==> images/metal_stack.png <==
Scale: 1 px per µm. Two of the layers only.
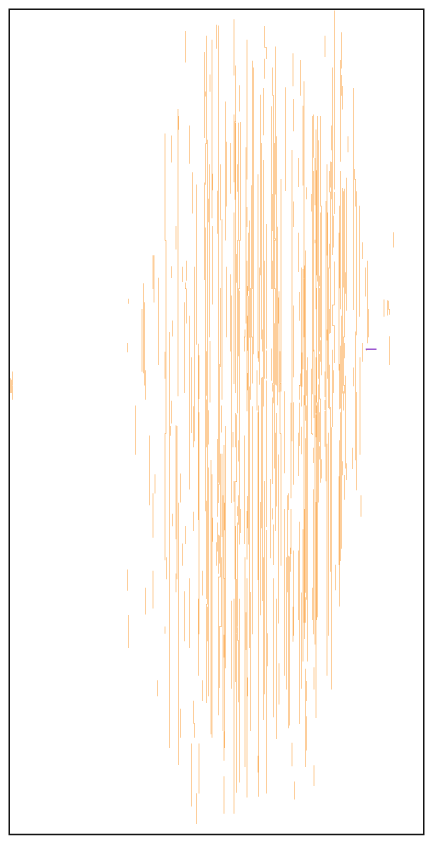
==> images/final_congestion.png <==
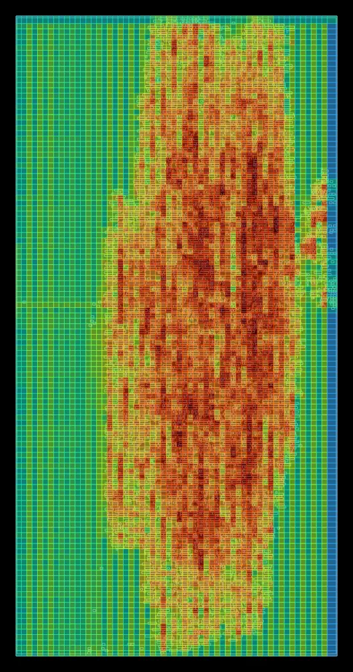
`config.mk`:
```
export PLATFORM = sky130hd
export DESIGN_NAME = ann_aer_spike_encoder
export DESIGN_NICKNAME = d
export VERILOG_FILES = /design/src/rtl/snn_pkg.sv /design/src/rtl/feature_ram.sv /design/src/rtl/ann_aer_spike_encoder.sv
export SDC_FILE = /design/constraint.sdc
export NUM_CORES = 2
export LEC_CHECK = 0
export CORE_ASPECT_RATIO = 2
export CORE_UTILIZATION = 30
export CTS_BUF_LIST = sky130_fd_sc_hd__clkbuf_2
export CTS_CLUSTER_SIZE = 12
export DETAILED_ROUTE_END_ITERATION = 16
export SETUP_SLACK_MARGIN = 0.1
export SLEW_MARGIN = 20
export SYNTH_ARGS = -nofsm -noshare
export SYNTH_HDL_FRONTEND = slang
export SYNTH_SLANG_ARGS = --single-unit
```
`constraint.sdc`:
```
create_clock -name local_clk -period 4.9 [get_ports local_clk]
set_input_delay 0.49 -clock local_clk [delete_from_list [all_inputs] [get_ports local_clk]]
set_output_delay 0.49 -clock local_clk [all_outputs]
set_load 0.005 [all_outputs]
```
`src/rtl/snn_pkg.sv`:
```
// Shared constants and state encoding for the layer-1 AER spike link.
package snn_pkg;
  localparam int AER_TIME_W = 8;
  localparam int AER_ADDR_W = 10;
  localparam logic signed [AER_TIME_W-1:0] T_MIN_Q17_DEF = 8'sd0;
  localparam logic signed [AER_TIME_W-1:0] T_MAX_Q17_DEF = 8'sd20;

  typedef enum logic [2:0] {
    ST_IDLE    = 3'd0,
    ST_FETCH   = 3'd1,
    ST_CALC    = 3'd2,
    ST_REQ     = 3'd3,
    ST_RELEASE = 3'd4,
    ST_DONE    = 3'd5,
    ST_ERROR   = 3'd6
  } enc_state_e;
endpackage

```
`src/rtl/feature_ram.sv`:
```
// Feature vector storage: single write port, synchronous read, contents never reset.
module feature_ram #(
  parameter int DATA_W = 16,
  parameter int DEPTH  = 160,
  parameter int AW     = 8
) (
  input  logic              clk,
  input  logic              wr_en,
  input  logic [AW-1:0]     wr_addr,
  input  logic [DATA_W-1:0] wr_data,
  input  logic [AW-1:0]     rd_addr,
  output logic [DATA_W-1:0] rd_data
);
  logic [DATA_W-1:0] mem [DEPTH];

  always_ff @(posedge clk) begin
    if (wr_en) mem[wr_addr] <= wr_data;
    rd_data <= mem[rd_addr];
  end
endmodule

```
`src/rtl/ann_aer_spike_encoder.sv`:
```
// Converts stored ANN features to time-to-first-spike values and sends one
// AER event per positive feature over a 4-phase req/ack handshake.
module ann_aer_spike_encoder
  import snn_pkg::*;
#(
  parameter int FEAT_W      = 16,
  parameter int FEAT_SHIFT  = 8,
  parameter int TIME_W      = AER_TIME_W,
  parameter int ADDR_W      = AER_ADDR_W,
  parameter int VEC_LEN     = 160,
  parameter logic signed [TIME_W-1:0] T_MIN_Q17 = T_MIN_Q17_DEF,
  parameter logic signed [TIME_W-1:0] T_MAX_Q17 = T_MAX_Q17_DEF,
  parameter int ACK_TIMEOUT = 1023
) (
  input  logic                     local_clk,
  input  logic                     rst_n,
  input  logic                     i_feat_wr_en,
  input  logic [ADDR_W-1:0]        i_feat_wr_addr,
  input  logic signed [FEAT_W-1:0] i_feat_wr_data,
  input  logic                     i_start,
  output logic                     o_aer_req,
  output logic [TIME_W-1:0]        o_aer_time,
  output logic [ADDR_W-1:0]        o_aer_addr,
  input  logic                     i_aer_ack,
  output logic                     o_done,
  output logic                     o_busy,
  output logic                     o_error,
  output logic [ADDR_W-1:0]        o_spike_count
);
  localparam int RAM_AW = (VEC_LEN > 1) ? $clog2(VEC_LEN) : 1;
  localparam int TMO_W  = $clog2(ACK_TIMEOUT + 1);
  localparam logic [TMO_W-1:0]  TMO_LIM  = TMO_W'(ACK_TIMEOUT);
  localparam logic [ADDR_W-1:0] LAST_IDX = ADDR_W'(VEC_LEN - 1);
  localparam logic signed [TIME_W-1:0] SPAN_T = T_MAX_Q17 - T_MIN_Q17;
  localparam logic signed [FEAT_W-1:0] SPAN_F = {{(FEAT_W-TIME_W){SPAN_T[TIME_W-1]}}, SPAN_T};

  enc_state_e               state;
  logic [ADDR_W-1:0]        idx;
  logic [TMO_W-1:0]         tmo;
  logic signed [FEAT_W-1:0] feat;
  logic                     wr_ok;

  // Clamp the shifted feature into the usable spike-time window width.
  function automatic logic signed [TIME_W-1:0] sat_span(input logic signed [FEAT_W-1:0] v);
    if (v[FEAT_W-1]) return '0;
    if (v > SPAN_F)  return SPAN_T;
    return v[TIME_W-1:0];
  endfunction

  assign wr_ok = i_feat_wr_en && (state == ST_IDLE || state == ST_DONE) &&
                 (i_feat_wr_addr <= LAST_IDX);

  feature_ram #(
    .DATA_W (FEAT_W),
    .DEPTH  (VEC_LEN),
    .AW     (RAM_AW)
  ) u_ram (
    .clk     (local_clk),
    .wr_en   (wr_ok),
    .wr_addr (i_feat_wr_addr[RAM_AW-1:0]),
    .wr_data (i_feat_wr_data),
    .rd_addr (idx[RAM_AW-1:0]),
    .rd_data (feat)
  );

  assign o_busy = (state != ST_IDLE) && (state != ST_DONE);

  always_ff @(posedge local_clk or negedge rst_n) begin
    if (!rst_n) begin
      state         <= ST_IDLE;
      idx           <= '0;
      tmo           <= '0;
      o_aer_req     <= 1'b0;
      o_aer_time    <= '0;
      o_aer_addr    <= '0;
      o_done        <= 1'b0;
      o_error       <= 1'b0;
      o_spike_count <= '0;
    end else begin
      case (state)
        ST_IDLE: begin
          if (i_start) begin
            idx           <= '0;
            o_spike_count <= '0;
            state         <= ST_FETCH;
          end
        end
        ST_FETCH: state <= ST_CALC;
        ST_CALC: begin
          if (feat[FEAT_W-1] || feat == '0) begin
            if (idx == LAST_IDX) begin
              o_done <= 1'b1;
              state  <= ST_DONE;
            end else begin
              idx   <= idx + ADDR_W'(1);
              state <= ST_FETCH;
            end
          end else begin
            o_aer_time <= T_MAX_Q17 - sat_span(feat >>> FEAT_SHIFT);
            o_aer_addr <= idx;
            o_aer_req  <= 1'b1;
            tmo        <= '0;
            state      <= ST_REQ;
          end
        end
        ST_REQ: begin
          if (i_aer_ack) begin
            o_aer_req     <= 1'b0;
            o_spike_count <= o_spike_count + ADDR_W'(1);
            tmo           <= '0;
            state         <= ST_RELEASE;
          end else if (tmo == TMO_LIM) begin
            o_error   <= 1'b1;
            o_aer_req <= 1'b0;
            state     <= ST_ERROR;
          end else begin
            tmo <= tmo + TMO_W'(1);
          end
        end
        ST_RELEASE: begin
          if (!i_aer_ack) begin
            tmo <= '0;
            if (idx == LAST_IDX) begin
              o_done <= 1'b1;
              state  <= ST_DONE;
            end else begin
              idx   <= idx + ADDR_W'(1);
              state <= ST_FETCH;
            end
          end else if (tmo == TMO_LIM) begin
            o_error <= 1'b1;
            state   <= ST_ERROR;
          end else begin
            tmo <= tmo + TMO_W'(1);
          end
        end
        ST_DONE: begin
          if (!i_start) begin
            o_done <= 1'b0;
            state  <= ST_IDLE;
          end
        end
        ST_ERROR: state <= ST_ERROR;
        default:  state <= ST_IDLE;
      endcase
    end
  end
endmodule

```
==> flow_metrics.py <==
# Synthesis and PnR figures
metrics = {
    "sta": {
        "max_slew.worst_pin.slew_ns": 1.37,
        "period_needed_ns": 4.42,
        "hold_viol_final": 0,
        "slew_viol_final": 0,
        "relSlewSlack_pct": 8.64,
        "setup_viol": 0,
        "fin_crit_sh_pct": 90.1,
        "worst_clock_skew_ns": 0.250,
        "fmax_ghz": 0.226,
        "rsz0062_at_grt": "false",
        "tns_ns": 0,
        "worst_slack_ns": 0.484,
    },
    "synthesis": {
        "synth_warnings": 0,
        "ys_seq_elements": 2630,
        "yosys.area_share.simple_pct": 2.46,
        "synthesis.nets": 4836,
        "synth_cells": 4801,
        "synth_area_leader_cell": "edfxtp_1",
        "ys.flop_type": "edfxtp_1",
        "aoi_share_pct": 3.45,
        "synth_seq_share_pct": 77.5,
        "top_cell": "edfxtp_1",
        "synth.distinct_cells": 75,
        "topCombFamilyByArea": "multiplexers",
        "ys_sh_adder_pct": 0.0494,
        "top_area_share_pct": 75.9,
        "ys_cells": 4801,
        "async_flop_share_pct": 2.05,
        "synth-xor-area-share_pct": 0.130,
        "syn_area_um2": 101000,
        "ys_top_cells_by_count": "edfxtp_1, mux4_2, mux2i_1",
        "synth.mux.area_fraction_pct": 15.0,
        "edf_count": 2560,
        "syn_area_per_cell_um2": 21.1,
    },
    "pwr": {
        "power.switching_w": 0.0161,
        "seqPwrFrac_pct": 49.3,
        "pg_clk_w": 0.0133,
        "p_leak_nw": 36.0,
        "power_w": 0.0509,
        "comb-power_w": 0.0125,
        "p_comb_share_pct": 24.5,
        "clock_power_share_pct": 26.2,
        "ir_drop_v": 0.000286,
        "top_power_group": "registers",
        "seq_power_w": 0.0251,
        "p_per_area_nw_per_um2": 442,
        "p_int_w": 0.0348,
    },
    "drt": {
        "via_per_inst": 5.15,
        "dr_wl_met3_mm": 16.3,
        "drtIter0Drc": 5227,
        "post-route-drc-count": 0,
        "highest_layer": "met5",
        "dr.pass1.iters": 7,
        "wl_met2_mm": 167,
        "wl_met1_mm": 97.7,
        "ant_nets": 0,
    },
    "worst_setup_path": {
        "start_kind": "flop",
        "cp.depth": 8,
        "critPathMaxFanout": 20,
        "reg2reg_to": "u_ram.mem[80][11]",
        "r2r_slack_ns": 0.48,
        "worstReg2RegStart": "state[0]",
        "cp_top_family": "simple AND/OR/NAND/NOR gates",
        "crit_chain": "nor2b_4, or3_4, or4b_4, nor3b_4, nand2_4, dlygate4sd3_1, nor2_1, buf_4",
        "crit_start": "state[0]",
        "cpPeakStageDelay_ns": 0.80,
        "worstSetupEndpoint": "u_ram.mem[80][11]",
        "crit_slowest_cell": "dlygate4sd3_1",
        "worstSetupEndpointType": "flop",
        "crit_type": "reg2reg",
        "cp.arrival_ns": 5.65,
        "crit_buf_inv": 2,
        "rr_worst_depth": 8,
        "cp.required_ns": 6.13,
    },
    "grt": {
        "grt_pass1_vias": 55800,
        "track_usage_pct": 18.4,
        "grt_pass1_wl_mm": 435,
        "grt_start_max_net_pins": 153,
        "met1_usage_pct": 17.5,
        "overflow": 0,
        "antenna_found_initial": 18,
    },
    "layout": {
        "stdcell_area_um2": 115000,
        "combAreaFraction_pct": 18.7,
        "largestClassByArea": "flip-flops and latches",
        "layout_top_cell": "edfxtp_1",
        "nets": 5596,
        "clockNetworkAreaShare_pct": 4.19,
        "seq_share_pct": 68.2,
        "fillers": 31600,
        "syn_to_final_growth_pct": 13.8,
        "buffers_excl_clock": 489,
        "buffer_area_share_pct": 4.13,
        "most-common-layout-cells": "edfxtp_1, clkbuf_2, mux4_2",
        "nClkBuffers": 747,
        "seq_area_um2": 78600,
        "diodes": 15,
        "seq_cell_count": 2630,
        "comb.multi_input.count": 1884,
        "drive_gt1_share_pct": 31.3,
    },
    "placement": {
        "place_area_um2": 109000,
        "hpwl_mm": 203,
        "pre_cts_ws_ns": 0.866,
        "portBuffers": 62,
    },
    "clocking": {
        "path_clk_slew_ns": 0.13,
        "cts_made_buffers": 542,
        "insertion_delay_ns": 1.78,
        "cts-root-buf": "clkbuf_2",
        "cts_buffer_depth": 4,
        "htree_levels": 6,
        "cts.sinks": 2630,
    },
    "flow_run": {
        "warnings": 57,
        "max_cap_viol_count": 0,
    },
    "floorplanning": {
        "core-area_um2": 336000,
        "num_io_pins": 63,
        "core.rowCount": 301,
        "initCoreUtil_pct": 30.2,
        "chip_area_um2": 340000,
        "die_y_um": 824,
        "tapCellCount": 4393,
    },
    "hold_path": {
        "hp-start": "i_aer_ack",
        "worstHoldEndpoint": "state[1]",
        "hold_path_class": "in2reg",
    },
    "run_status": {
        "outcome": "completed",
    },
}
Back to the opening pictures, metal_stack.png:
[orange] met4 | wire length: 37.0 mm
[purple] met5 | wire length: 9.20 µm
final wirelength: 318 mm
via count: 53.3k
post-DR wirelength/cell: 30.7 µm

Back to the opening pictures, final_congestion.png:
met3 usage: 2.51%
GRT Max-Usage Layer: met2

-- per-stage QoR --
step	utilization [%]	hold slack [ns]	std cells
final	34.3	0.273	10300
after global routing	34.3	0.229	10300
after CTS	34.3	0.0153	10300
after detailed placement	32.6	0.451	9338
after global placement	32.6	0.454	9338
after floorplan	-	0.194	4801
-- sequential cells by signal (all words and copies together), names as in the netlist --
register and cells:
o_spike_count 10, o_error 1, u_ram.mem 2560, idx 10, o_aer_req 1, o_aer_time 8, state 3, o_done 1
u_ram.rd_data 16, tmo 10, o_aer_addr 10
-- what timing repair did --
item | in CTS | in global routing
hold buffers | 70 | 0
hold endpoints to repair | 3393 | 0
buffers inserted | 0 | 2
endpoints found under the setup margin | 0 | 12
gates resized | 0 | 1
No activity file was given, so power comes from the tool's default toggle rates.
